==> run_1/m1.png <==
Cells faint in the background.
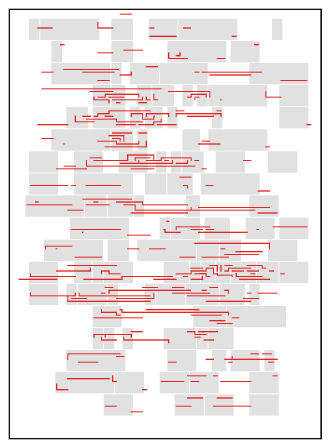
==> run_1/m2.png <==
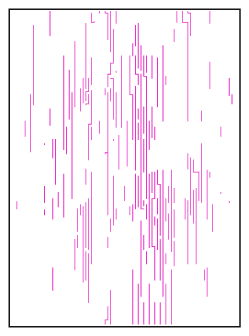
==> run_1/m3.png <==
Cells faint in the background.
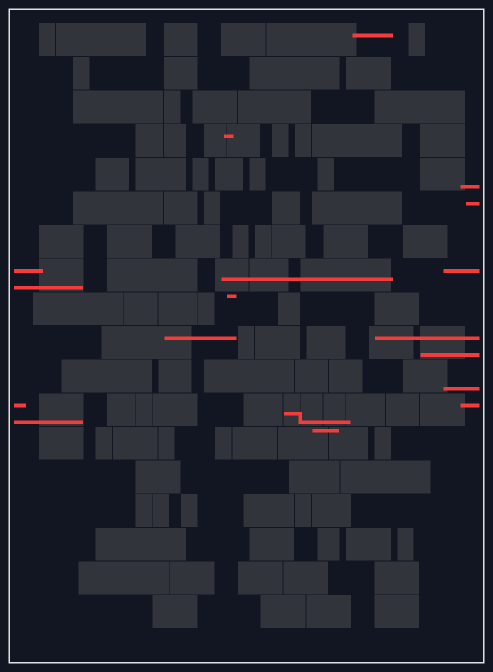
==> run_1/ff_map.png <==
Bar = 10 um.
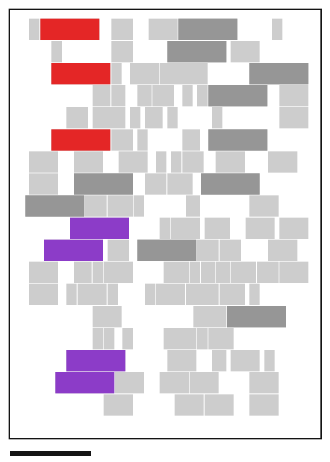
==> config.mk <==
export PLATFORM = sky130hd
export DESIGN_NAME = strassen_mm_sched
export DESIGN_NICKNAME = d
export VERILOG_FILES = /design/src/rtl/strassen_mm_sched.sv
export SDC_FILE = /design/constraint.sdc
export NUM_CORES = 1
export LEC_CHECK = 0
export CORE_ASPECT_RATIO = 1.4
export CORE_UTILIZATION = 41
export CTS_CLUSTER_SIZE = 28
export DETAILED_ROUTE_END_ITERATION = 8
export MAX_ROUTING_LAYER = met4
export PLACE_DENSITY = 0.78
export SYNTH_ARGS = -nofsm -noshare
export SYNTH_HDL_FRONTEND = slang
export SYNTH_SLANG_ARGS = --single-unit
==> constraint.sdc <==
create_clock -name clk -period 1.85 [get_ports clk]
set_input_delay 0.2775 -clock clk [delete_from_list [all_inputs] [get_ports clk]]
set_output_delay 0.2775 -clock clk [all_outputs]
set_load 0.05 [all_outputs]
==> flow_metrics.env, run 1 <==
# source this file to load flow results
export IMPL_instances_no_fill=129
export IMPL_slew_violations=0
export IMPL_critPathMaxFanout=5
export IMPL_ff_count=17
export IMPL_syn_area_per_cell_um2=9.53
export IMPL_dpl_cell_count=125
export IMPL_drtPass1Iterations=4
export IMPL_signal_buffers=29
export IMPL_yosysChipArea_um2=753
export IMPL_ys_sh_aoi_pct=18.4
export IMPL_swShare_pct=30.3
export IMPL_maxSlewHeadroom_pct=66.3
export IMPL_asyncSetResetFlopFracSynth_pct=0
export IMPL_cts_root_buffer="clkbuf_4"
export IMPL_power_internal_mw=0.551
export IMPL_fin_nets=123
export IMPL_status="finished, final reports clean"
export IMPL_die_x_um=38.2
export IMPL_hold_buffers=0
export IMPL_finalInstanceArea_um2=1060
export IMPL_path_delay_family="buffers and inverters"
export IMPL_seqPwrFrac_pct=50.1
export IMPL_sh_comb_area_pct=35.0
export IMPL_crit_arrival_ns=1.51
export IMPL_die_h_um=52.7
export IMPL_powerClk_mw=0.194
export IMPL_grt_pass1_vias=636
export IMPL_combPwrFrac_pct=25.3
export IMPL_clk_latency_ns=0.28
export IMPL_final_setup_tns_ns=0
export IMPL_rows=18
export IMPL_nClkBuffers=4
export IMPL_dominantRegCellSynth="dfxtp_1"
export IMPL_hold_path_class="reg -> reg"
export IMPL_cts_tree="built"
export IMPL_ys_cells=79
export IMPL_crit_type="reg -> out"
export IMPL_crit_path_top_delay_cell="clkdlybuf4s50_1"
export IMPL_yosys_stat_seqShare_pct=45.2
export IMPL_tap_cells=20
export IMPL_grtUsageTotal_pct=18.7
export IMPL_final_clk_cell_share_pct=2.49
export IMPL_timing_final_crit_share_pct=96.6
export IMPL_fmax_mhz=560
export IMPL_reg2regPathDepth=4
export IMPL_clk_pin_slew_ns=0.09
export IMPL_r2r_slack_ns=0.19
export IMPL_buf_share_pct=26.5
export IMPL_clock_sinks=17
export IMPL_cts_resized=0
export IMPL_worst_slack_ns=0.0634
export IMPL_syn_area_um2=753
export IMPL_end_kind="output port"
export IMPL_core_um2=1730
export IMPL_place_area_um2=1030
export IMPL_antenna_found_initial=0
export IMPL_crit_chain="clkdlybuf4s50_1"
export IMPL_clk_path_buf_depth=2
export IMPL_fin_worst_skew_ns=0.000439
export IMPL_grt_max_degree=15
export IMPL_largestPowerGroup="registers"
export IMPL_wl_per_cell_um=12.0
export IMPL_num_antenna_cells=0
export IMPL_inverters=4
export IMPL_portBuffers=27
export IMPL_die_area_um2=2020
export IMPL_powerComb_mw=0.200
export IMPL_p_per_area_nw_per_um2=747
export IMPL_cts_setup_buffers=0
export IMPL_vias_per_cell=5.09
Back to the opening pictures, m1.png:
The layer holds 40% of the routed length. 104 nets have wire on it. The wires run mostly horizontal. The longest straight run is 14.7 um.
Total Wirelength: 1550 um
met1 GRT Util: 19.8%

Back to the opening pictures, m2.png:
The wires run mostly vertical. 110 nets have wire on it. The layer carries 832 um of wire. The longest straight run is 22.4 um.
vias: 657
met2 usage: 31.9%

Back to the opening pictures, m3.png:
The layer carries 64.7 um of wire. The wires run mostly horizontal. The longest straight run is 13.6 um. 15 nets have wire on it. The layer holds 4.2% of the routed length.
GR Layer Usage met3: 3.83%

Back to the opening pictures, ff_map.png:
Key: purple = mm_mode [flops 4]; red = fsm_state [flops 3]
Flop area: 340 um^2
final core utilization: 61.0%
Power Sequential: 0.395 mW
sequential cell area share: 32.2%

-- run 1: per-layer routing --
| metal | routed length, um | part of all wire, % |
|---|---|---|
| met3 | 64 | 4.1 |
| met4 | 32 | 2.1 |
| met5 | 0 | 0 |
| met1 | 617 | 40 |
| met2 | 832 | 54 |
-- run 1: synth_stat cells, types with 2 or more instances --
library cell  number  area [um^2]
dfxtp_1           17          340
nand2_1           10         37.5
nor2_1             7         26.3
inv_1              4         15.0
mux2_2             3         33.8
mux2i_1            3         30.0
o21ai_0            3         15.0
a21oi_1            2         10.0
buf_4              2         15.0
nand3b_1           2         15.0
o2111ai_1          2         17.5
xor2_1             2         17.5
==> run 2: changes to the inputs <==
Settings changed: GPL_ROUTABILITY_DRIVEN set to 1.
==> run_2/m1.png <==
Cells faint in the background.
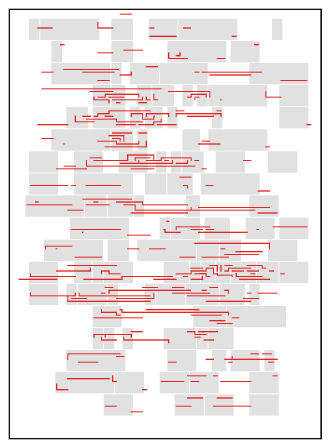
104 nets have wire on it. The wires run mostly horizontal.

==> run_2/m2.png <==
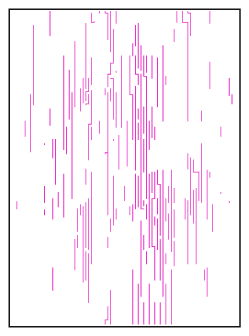
The layer holds 54% of the routed length. The longest straight run is 22.4 um. The wires run mostly vertical. The layer carries 832 um of wire. 110 nets have wire on it.

==> run_2/ff_map.png <==
Bar = 10 um.
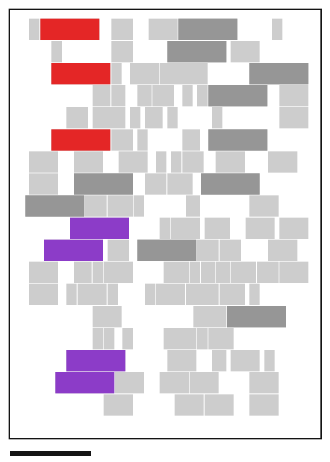
Key: red = fsm_state [flops 3]; purple = mm_mode [flops 4]
Another 10 sequential cells are not colored.

==> flow_metrics.env, run 2 <==
# source this file to load flow results
export IMPL_grt_pass1_vias=636
export IMPL_syn_area_um2=753
export IMPL_hold_path_cell_count=2
export IMPL_clkPwrFrac_pct=24.6
export IMPL_dominantRegCellSynth="dfxtp_1"
export IMPL_ys_sh_aoi_pct=18.4
export IMPL_dpl_cell_count=125
export IMPL_setup_violations_final=0
export IMPL_ir_worst_vdd_v=0.000469
export IMPL_swShare_pct=30.3
export IMPL_finalInstanceArea_um2=1060
export IMPL_required_ns=1.57
export IMPL_num_antenna_cells=0
export IMPL_drv_cap=0
export IMPL_seqPwrFrac_pct=50.1
export IMPL_ant_nets=0
export IMPL_fp_utilization_pct=43.4
export IMPL_yosys_stat_seqShare_pct=45.2
export IMPL_place_area_um2=1030
export IMPL_top_cell="dfxtp_1"
export IMPL_slew_violations=0
export IMPL_crit_cells=1
export IMPL_rows=18
export IMPL_clk_latency_ns=0.28
export IMPL_syn_inst=79
export IMPL_clk_pin_slew_ns=0.09
export IMPL_cts_setup_buffers=0
export IMPL_drtPass1Iterations=4
export IMPL_hpwl_um=1230
export IMPL_combPwrFrac_pct=25.3
export IMPL_die_x_um=38.2
export IMPL_powerClk_mw=0.194
export IMPL_p_sw_mw=0.239
export IMPL_vias_per_cell=5.09
export IMPL_hold_path_class="reg -> reg"
export IMPL_maxSlewHeadroom_pct=66.3
export IMPL_drtIter0Drc=10
export IMPL_fin_worst_skew_ns=0.000439
export IMPL_path_delay_family="buffers and inverters"
export IMPL_clock_sinks=17
export IMPL_die_h_um=52.7
export IMPL_end_kind="output port"
export IMPL_reg2regPathDepth=4
export IMPL_hold_buffers=0
export IMPL_via_count=657
export IMPL_powerSeq_mw=0.395
export IMPL_timing_final_crit_share_pct=96.6
export IMPL_cts_root_buffer="clkbuf_4"
export IMPL_power_internal_mw=0.551
export IMPL_r2r_slack_ns=0.19
export IMPL_ys_warn_count=0
export IMPL_h_tree_depth=1
export IMPL_cts_tree="built"
export IMPL_highest_signal_layer="met4"
export IMPL_topCellsByArea="dfxtp_1 45%, nand2_1 5.0%, mux2_2 4.5%"
export IMPL_mostFrequentLayoutCell="clkdlybuf4s50_1"
export IMPL_ys_sh_mux_pct=8.47
export IMPL_synthTopLogicFamily="AND-OR/OR-AND gates"
export IMPL_largest_area_cell="dfxtp_1"
export IMPL_grt_pass1_wl_um=2570
export IMPL_grtUsageTotal_pct=18.7
export IMPL_xor_share_pct=2.33
export IMPL_status="finished, final reports clean"
export IMPL_asyncSetResetFlopFracSynth_pct=0
export IMPL_crit_buf_inv=1
export IMPL_antenna_found_initial=0
export IMPL_yosysChipArea_um2=753
export IMPL_fmax_mhz=560
export IMPL_whs_ns=0.471
export IMPL_yosysTopAreaCellShare_pct=45.2
export IMPL_timing_hold_violations_final=0
export IMPL_edf_count=0
export IMPL_adder_share_pct=0
export IMPL_yosys_top_cells_count="17 x dfxtp_1, 10 x nand2_1, 7 x nor2_1"
export IMPL_postLayoutCoreUtil_pct=61.0
export IMPL_cpPeakStageDelay_ns=0.83
export IMPL_cts_resized=0
export IMPL_p_total_mw=0.790
export IMPL_core_um2=1730
export IMPL_syn_to_final_growth_pct=40.4
export IMPL_ff_latch_area_um2=340
export IMPL_wl_met1_um=617
export IMPL_portBuffers=27
export IMPL_critPathMaxFanout=5
export IMPL_wl_per_cell_um=12.0
export IMPL_drc=0
export IMPL_syn_area_per_cell_um2=9.53
export IMPL_final_setup_tns_ns=0
export IMPL_place_congestion=0.854
export IMPL_pin_count=30
export IMPL_crit_path_top_delay_cell="clkdlybuf4s50_1"
export IMPL_powerComb_mw=0.200
export IMPL_fin_nets=123
export IMPL_ys_ff=17
export IMPL_totalWireLength_um=1550
export IMPL_p_per_area_nw_per_um2=747
export IMPL_start_kind="flop"
export IMPL_ys_types=34
export IMPL_worst_slack_ns=0.0634
export IMPL_simple_gate_area_share_pct=18.4
export IMPL_lay_top_cells="25 x clkdlybuf4s50_1, 17 x dfxtp_1, 10 x nand2_1, 7 x nor2_1"
export IMPL_cts_made_buffers=3
export IMPL_tightest_slew_ns=0.503
export IMPL_crit_chain="clkdlybuf4s50_1"
export IMPL_ys_cells=79
export IMPL_clk_path_buf_depth=2
export IMPL_grt_max_degree=15
export IMPL_final_comb_area_um2=370
export IMPL_grt_overflow=0
export IMPL_rsz0062_at_grt="false"
export IMPL_drive_gt1_share_pct=13.8
export IMPL_fill_cells=154
export IMPL_largestPowerGroup="registers"
export IMPL_dp_slack_ns=0.00283
export IMPL_largest_reg_flops=4
export IMPL_wl_met3_um=64
export IMPL_p_leak_nw=0.447
export IMPL_instances_no_fill=129
export IMPL_crit_type="reg -> out"
export IMPL_wl_met2_um=832
export IMPL_die_area_um2=2020
export IMPL_warnings=26
export IMPL_min_period_ns=1.79
export IMPL_crit_arrival_ns=1.51
run 2: cell counts in the layout (fill, tap and decap cells not counted):
No cell type changed its count.
run 2: layout make-up:
type	instances	area share, %
Clock buffer	4	2.49
Inverter	4	1.42
Multi-Input combinational cell	55	35.0
Sequential cell	17	32.2
Tap cell	20	2.37
Timing Repair Buffer	29	26.5
run 2: logic make-up (layout without fill, tap and decap cells):
logic type | after synthesis | in the layout
muxes | 6 | 6
AOI/OAI and AO/OA | 17 | 17
DFF | 17 | 17
other | 1 | 3
xor gates and xnor gates | 2 | 2
and+or+nand+nor | 27 | 27
buffers and inverters | 9 | 37
run 2: metal layers:
layer | up-vias | GRT usage, %
met2 | 21 | 31.9
met3 | 4 | 3.83
met4 | 0 | 8.93
met5 | - | -
met1 | 302 | 19.8
li1 | 330 | -
Power is estimated from default activity; no workload was simulated.
